### Cell sizes after repair

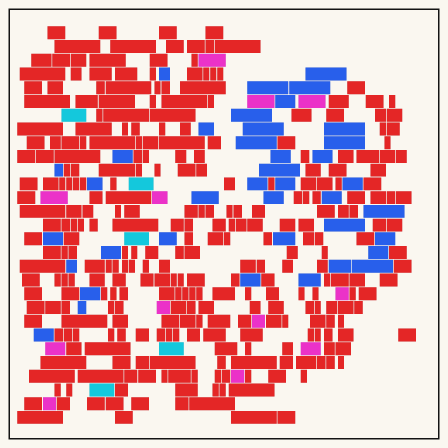
### Wires at chosen ports, followed through buffers

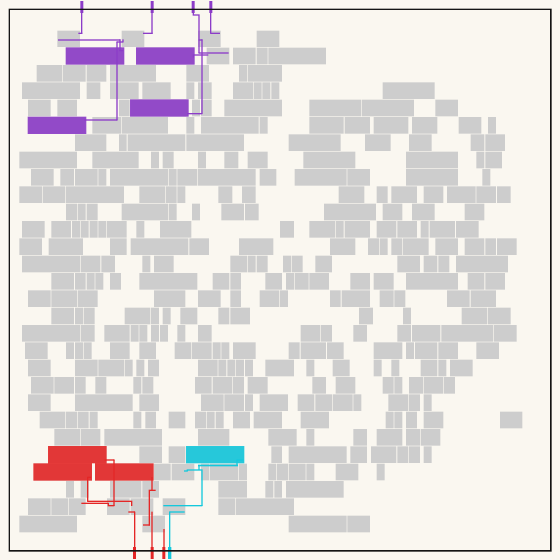
### Wire density map

The bar under the picture is 20 µm long. 17 x 17 tiles, from dark purple (low) to yellow (high), scaled to the fullest tile. Values are wire area over tile area, all layers added.
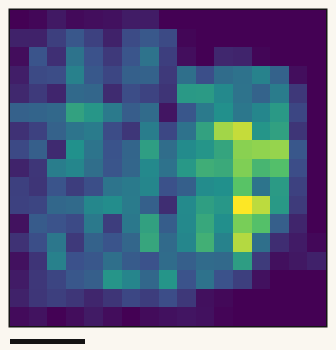
### Cell classes on the final placement

The bar under the picture is 20 µm long.
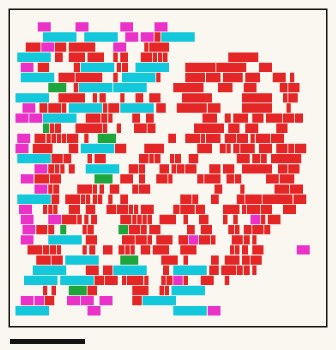
==> config.mk <==
export PLATFORM = sky130hd
export DESIGN_NAME = iot_event_serializer
export DESIGN_NICKNAME = d
export VERILOG_FILES = /design/src/rtl/iot_pkg.sv /design/src/rtl/iot_rr_arbiter.sv /design/src/rtl/iot_event_serializer.sv
export SDC_FILE = /design/constraint.sdc
export NUM_CORES = 1
export LEC_CHECK = 0
export CORE_MARGIN = 1
export CORE_UTILIZATION = 45
export DETAILED_ROUTE_END_ITERATION = 16
export PLACE_DENSITY_LB_ADDON = 0.2
export REMOVE_ABC_BUFFERS = 1
export SLEW_MARGIN = 20
export SYNTH_ARGS = -nofsm -noshare
export SYNTH_HDL_FRONTEND = slang
export SYNTH_SLANG_ARGS = --single-unit
==> constraint.sdc <==
create_clock -name clk -period 9.9 [get_ports clk]
set_input_delay 1.485 -clock clk [delete_from_list [all_inputs] [get_ports clk]]
set_output_delay 1.485 -clock clk [all_outputs]
set_load 0.02 [all_outputs]
==> src/rtl/iot_pkg.sv <==
// Shared definitions for the IoT event serializer: default sizing, event
// polarity constants, the default device-index type and a popcount helper.
package iot_pkg;

  localparam int N_DEV_DEFAULT = 8;
  localparam int ID_W_DEFAULT  = $clog2(N_DEV_DEFAULT);

  // Polarity carried with each event: connect counts up, disconnect counts down.
  localparam logic EVT_ON  = 1'b1;
  localparam logic EVT_OFF = 1'b0;

  typedef logic [ID_W_DEFAULT-1:0] dev_id_t;

  // Population count over a 32-bit vector (the widest supported port count).
  function automatic logic [5:0] popcount32(input logic [31:0] v);
    logic [5:0] cnt;
    cnt = '0;
    for (int i = 0; i < 32; i++) begin
      cnt = cnt + {5'b0, v[i]};
    end
    return cnt;
  endfunction

endpackage

==> src/rtl/iot_rr_arbiter.sv <==
// Combinational round-robin arbiter. Grants the lowest requesting index at or
// above ptr_i, wrapping to 0. Indices are reduced modulo N, so non-power-of-two
// N never grants a nonexistent device. The caller owns the pointer register.
module iot_rr_arbiter #(
  parameter int N    = 8,
  parameter int ID_W = $clog2(N)
) (
  input  logic [N-1:0]    req_i,
  input  logic [ID_W-1:0] ptr_i,
  input  logic            en_i,
  output logic [N-1:0]    gnt_o,
  output logic [ID_W-1:0] idx_o,
  output logic            valid_o
);

  // Scan N positions starting at the pointer; the first pending request wins.
  always_comb begin
    logic [ID_W:0]   sum;
    logic [ID_W-1:0] idx;
    logic            found;
    // NOTE: every output gets a default before the loop so no path leaves a
    // value unassigned, which would otherwise infer a latch.
    gnt_o   = '0;
    idx_o   = '0;
    valid_o = 1'b0;
    found   = 1'b0;
    for (int off = 0; off < N; off++) begin
      sum = {1'b0, ptr_i} + (ID_W+1)'(off);
      if (sum >= (ID_W+1)'(N)) begin
        sum = sum - (ID_W+1)'(N);
      end
      idx = sum[ID_W-1:0];
      if (en_i && !found && req_i[idx]) begin
        found      = 1'b1;
        valid_o    = 1'b1;
        idx_o      = idx;
        gnt_o[idx] = 1'b1;
      end
    end
  end

endmodule

==> src/rtl/iot_event_serializer.sv <==
// Collects per-device connect/disconnect strobes into one pending slot per
// device and issues at most one registered change/on_off pulse per cycle,
// round-robin across devices. Same-polarity repeats are dropped and flagged
// in a sticky overflow bit; opposite-polarity repeats cancel.
// Optional feature macro IOT_DEVICE_STATE_EN: tracks a per-device online bit,
// discards events that would not change it, and exposes online_map.
module iot_event_serializer
  import iot_pkg::*;
#(
  parameter int N_DEV = N_DEV_DEFAULT,
  parameter int ID_W  = $clog2(N_DEV)
) (
  input  logic             clk,
  input  logic             rst_n,
  input  logic [N_DEV-1:0] dev_evt,
  input  logic [N_DEV-1:0] dev_on,
  input  logic             hold,
  input  logic             clr_overflow,
  output logic             change,
  output logic             on_off,
  output logic [ID_W-1:0]  dev_id,
  output logic [ID_W:0]    pending_cnt,
`ifdef IOT_DEVICE_STATE_EN
  output logic [N_DEV-1:0] online_map,
`endif
  output logic             overflow
);

  logic [N_DEV-1:0] pend_q, pend_d;
  logic [N_DEV-1:0] pol_q, pol_d;
  logic [ID_W-1:0]  ptr_q, ptr_d;
  logic             change_q, change_d;
  logic             on_off_q, on_off_d;
  logic [ID_W-1:0]  dev_id_q, dev_id_d;
  logic [ID_W:0]    pending_cnt_q, pending_cnt_d;
  logic             overflow_q, overflow_d;
  logic             drop;

  logic [N_DEV-1:0] gnt;
  logic [ID_W-1:0]  gnt_idx;
  logic             gnt_valid;

`ifdef IOT_DEVICE_STATE_EN
  logic [N_DEV-1:0] online_q, online_d;
`endif

  // Arbitration looks only at slots already pending; hold suppresses grants.
  iot_rr_arbiter #(
    .N    (N_DEV),
    .ID_W (ID_W)
  ) u_arb (
    .req_i   (pend_q),
    .ptr_i   (ptr_q),
    .en_i    (!hold),
    .gnt_o   (gnt),
    .idx_o   (gnt_idx),
    .valid_o (gnt_valid)
  );

  // Per-device slot update: grant, capture, cancel or drop.
  always_comb begin
    pend_d = pend_q;
    pol_d  = pol_q;
    drop   = 1'b0;
`ifdef IOT_DEVICE_STATE_EN
    online_d = online_q;
`endif
    for (int i = 0; i < N_DEV; i++) begin
      if (gnt[i]) begin
        // The old event leaves this cycle; a simultaneous new one takes its place.
`ifdef IOT_DEVICE_STATE_EN
        online_d[i] = pol_q[i];
`endif
        pend_d[i] = dev_evt[i];
        if (dev_evt[i]) begin
          pol_d[i] = dev_on[i];
        end
      end else if (dev_evt[i]) begin
        if (!pend_q[i]) begin
`ifdef IOT_DEVICE_STATE_EN
          // An event restating the device's current state carries no news.
          if (dev_on[i] == online_q[i]) begin
            drop = 1'b1;
          end else begin
            pend_d[i] = 1'b1;
            pol_d[i]  = dev_on[i];
          end
`else
          pend_d[i] = 1'b1;
          pol_d[i]  = dev_on[i];
`endif
        end else if (pol_q[i] != dev_on[i]) begin
          // Connect followed by disconnect (or vice versa) nets to zero.
          pend_d[i] = 1'b0;
        end else begin
          drop = 1'b1;
        end
      end
    end
  end

  // Output pulse, pointer advance, overflow and pending count next-state.
  always_comb begin
    change_d      = 1'b0;
    on_off_d      = on_off_q;
    dev_id_d      = dev_id_q;
    ptr_d         = ptr_q;
    if (gnt_valid) begin
      change_d = 1'b1;
      on_off_d = pol_q[gnt_idx];
      dev_id_d = gnt_idx;
      ptr_d    = (gnt_idx == ID_W'(N_DEV - 1)) ? '0 : gnt_idx + ID_W'(1);
    end
    // A drop in the same cycle as a clear keeps the flag set.
    if (drop) begin
      overflow_d = 1'b1;
    end else if (clr_overflow) begin
      overflow_d = 1'b0;
    end else begin
      overflow_d = overflow_q;
    end
    pending_cnt_d = (ID_W+1)'(popcount32(32'(pend_d)));
  end

  // State registers; reset discards every pending event at once.
  // NOTE: the per-device slot vectors are ordinary flops and are reset along
  // with everything else, so no stale event survives an asynchronous reset.
  always_ff @(posedge clk or negedge rst_n) begin
    if (!rst_n) begin
      pend_q        <= '0;
      pol_q         <= '0;
      ptr_q         <= '0;
      change_q      <= 1'b0;
      on_off_q      <= 1'b0;
      dev_id_q      <= '0;
      pending_cnt_q <= '0;
      overflow_q    <= 1'b0;
    end else begin
      // NOTE: non-blocking assignments so every register samples the
      // pre-edge values computed by the combinational blocks.
      pend_q        <= pend_d;
      pol_q         <= pol_d;
      ptr_q         <= ptr_d;
      change_q      <= change_d;
      on_off_q      <= on_off_d;
      dev_id_q      <= dev_id_d;
      pending_cnt_q <= pending_cnt_d;
      overflow_q    <= overflow_d;
    end
  end

`ifdef IOT_DEVICE_STATE_EN
  // Last issued polarity per device.
  always_ff @(posedge clk or negedge rst_n) begin
    if (!rst_n) begin
      online_q <= '0;
    end else begin
      online_q <= online_d;
    end
  end

  assign online_map = online_q;
`endif

  assign change      = change_q;
  assign on_off      = on_off_q;
  assign dev_id      = dev_id_q;
  assign pending_cnt = pending_cnt_q;
  assign overflow    = overflow_q;

endmodule

==> run summary <==
Entry: Yosys synthesis followed by OpenROAD place and route.

Setup path:
- In this design, the stage delay of the slowest critical-path cell is slightly above 0.9 ns.
- The run gives the endpoint type of the worst setup path as a flip-flop.
- The run puts the largest fanout on the critical path at 21.
- For this design, the slowest cell found on the critical path is ha_1.
- The signal on the critical path passes through inv_1 > ha_1 > mux4_2 > mux2_2 > o31ai_2 > nand4_2 > o211a_1 > a32o_1 > o21ai_0 > fa_1 > inv_1 > fa_1 > fa_1 > ha_1 > fa_1 > xor2_1.
- STA classifies the critical path startpoint as a flip-flop.
- Across all register-to-register paths, the minimum setup slack is around 2.7 ns.
- The setup path with the least slack is of type flip-flop to flip-flop.
- The run gives the kind of cell adding the most delay to the critical path as adder cells.

Cells and area:
- The run puts the number of ordinary inverters in the final layout at 25.
- The run puts the register cell area after layout at ~730 µm².
- The run puts the multi-input logic cell count at approximately 260.
- The finished layout holds roughly 440 standard cells, fillers aside.
- The run gives the share of layout cells above drive strength 1 as 0.1560.
- The run puts the sequential cell count of the final layout at 29.
- By area, the class that comes first in the final layout consists of multi-input combinational cells.
- Per the final report, the share of cell area in clock cells is 0.02469.
- The run puts the layout filler cell count at around 600.
- The run gives the clock buffer count as 5.
- The run puts the non-clock buffer count in the final layout at 33.

Route:
- In the routed design, unresolved DRC markers number 1.
- Nets still carrying antenna violations after routing amount to 0.
- After detailed routing, the number of vias per cell comes to 6.300.
- The routed design shows a wire length per standard cell of ~19 µm.
- The run gives the total length of routed wires as 8272 µm.

STA:
- The run gives the actual transition at the worst max-transition pin as just over 0.9 ns.
- Setup repair after global routing left no endpoint under its margin.
- The run gives the number of failing setup endpoints in the final timing report as 0.
- The run puts the remaining max-slew budget at the tightest pin at 0.3802.
- The run puts the final-layout setup total negative slack at 0 ns.
- The run puts the clock skew after layout at between 0.008 and 0.009 ns.
- The run gives the total count of hold-check failures in the final report as 0.
- The run puts the post-layout minimum cycle time at ~7 ns.

Synthesis:
- For reference, the post-synthesis area per instance comes to 9.199 µm².
- The synthesis stat section lists a flop and latch total of 29.
- By area the synthesized netlist is led by dfrtp_1 24%, mux4_2 8.8%, mux2_2 5.8%, mux2i_1 4.5%, ha_1 4.5%.
- The run gives the adder and majority gate portion of the synthesized area as 0.07065.
- Among all flip-flop cells after synthesis, the most frequent one is dfrtp_1.
- The run gives the mux contribution to synthesized area as 0.2221.
- The run gives the share of synthesized area occupied by flip-flops and latches as 0.2355.
- The run gives the number of synthesis warnings as 0.
- The run gives the share of flip-flops with an asynchronous set or reset after synthesis as 1.000.
- The commonest cells after synthesis are 36 x nand2_1, 29 x dfrtp_1, 24 x inv_1.
- The run puts the area share of xor/xnor cells in the synthesized design at 0.03695.
- The run gives the library cell occupying the most area in the post-synthesis netlist as dfrtp_1.
- Per the post-synthesis report, the number of cells in the design is roughly 340.
- The run puts the cell count listed in synth_stat.txt at ~340.

Place:
- The run gives the total half-perimeter wirelength after legalization and detailed placement as between 6000 and 7000 µm.
- During placement, the flow inserted port buffers numbering 29.
- Including well taps, the total number of placed cells is 428.
- At the placement stage, the worst setup path has a slack of 2.739 ns.

Clocking:
- In this run the post-CTS setup repair buffer count came out at 0.
- The tree is rooted in a clkbuf_8.
- The run gives the clock tree from TritonCTS as done.
- The run gives the worst-skew pair later-pin latency as just under 0.3 ns.
- The run gives the H-tree depth reported by CTS as 2.

Floorplanning:
- According to the floorplan report, the placeable core area is 6495 µm².
- The run puts the area of the die at slightly above 7000 µm².
- The run puts the total number of placement rows at 29.
- The run gives the effective utilization at floorplan as 0.4745.
- The run gives the tap cell instance count as between 70 and 80.

GRT:
- The run puts the total grt overflow at 0.
- Total global-route track usage over all layers is 0.2454.
- The via count of the first global-routing pass was 2592.

Run status:
- The flow ran to the end, but the final reports show violations.
- The final reports fail on DRC.

Run:
- The run gives the number of logged tool warnings as 29.
- The run puts the max-capacitance violation count at 0.

Min path:
- For the worst min-delay path, the startpoint reported by OpenROAD is dev_id[2].
## Picture notes: 'Cell sizes after repair'
magenta -> _3 and _4 cells  # cells 12
red -> _0 and _1 cells  # cells 303
blue -> _2 cells  # cells 39
cyan -> _6 and larger  # cells 5

## Picture notes: 'Wires at chosen ports, followed through buffers'
purple -> pending_cnt  # bits 4, direction output, edge top, end cells 4, wire 72.8 µm
red -> dev_id  # bits 3, direction output, edge bottom, end cells 3, wire 50.0 µm
cyan -> on_off  # bits 1, direction output, edge bottom, end cells 1, wire 30.9 µm

## Picture notes: 'Wire density map'
tiles over half the peak = 14%
mean over tiles = 0.19
nearly empty tiles = 17%
densest ninth of the die = right middle
fullest tile = 0.71

## Picture notes: 'Cell classes on the final placement'
green -> clock drivers and dummy loads  # cells 8, share of their area 2.5%
red -> combinational and other logic  # cells 289, share of their area 67%
magenta -> other buffers and delay cells  # cells 33, share of their area 9.4%
cyan -> flops  # cells 29, share of their area 21%

## sequential cells by signal, summed over array words and instances, names as in the netlist
name and count:
change 1, dev_id 3, on_off 1, overflow 1
pend_q 8, pending_cnt 4, pol_q 8, ptr_q 3
## stage by stage
stage | hold WS [ns] | instance area [µm²]
final | 0.4814 | 3497
after global routing | 0.5128 | 3497
after CTS | 0.4915 | 3497
after detailed placement | 0.4765 | 3411
after global placement | 0.4599 | 3411
after floorplan | 0.5002 | 2994
## cell usage in the layout (no fill, tap or decap), types with 3 or more instances in the layout
cell,netlist,routed
mux2_2,16,16
nor2_1,21,21
nor2b_1,5,5
ha_1,11,11
a21oi_1,9,9
mux2_4,4,4
o211ai_1,6,6
fa_1,4,4
a221oi_1,5,5
nand2_1,36,36
clkdlybuf4s50_1,0,29
a211oi_1,4,4
o21ai_0,17,17
a32oi_1,4,4
dfrtp_1,29,29
xor2_1,11,11
inv_1,24,24
clkbuf_8,0,5
nand3_1,10,10
mux4_2,12,12
mux2_1,3,3
and4_1,3,3
mux2i_1,14,14
o2111ai_1,4,4
and2_1,3,3
o31ai_1,3,3
a211o_1,3,3
buf_4,1,4
a21o_1,4,4
## worst paths after layout
check / cells past startpoint / end
min in group asynchronous: 2 / pol_q[7]
max in group asynchronous: 2 / ptr_q[0]
hold reg to reg: 1 / dev_id[2]
hold / removal: 1 / dev_id[2]
setup / recovery: 16 / pending_cnt[2]
setup reg to reg: 16 / pending_cnt[2]
## per-layer routing
metal	global-route usage	wire length [µm]
met5	0	0
met4	0.1202	302
met3	0.02753	400
met2	0.3954	3902
met1	0.3294	3666
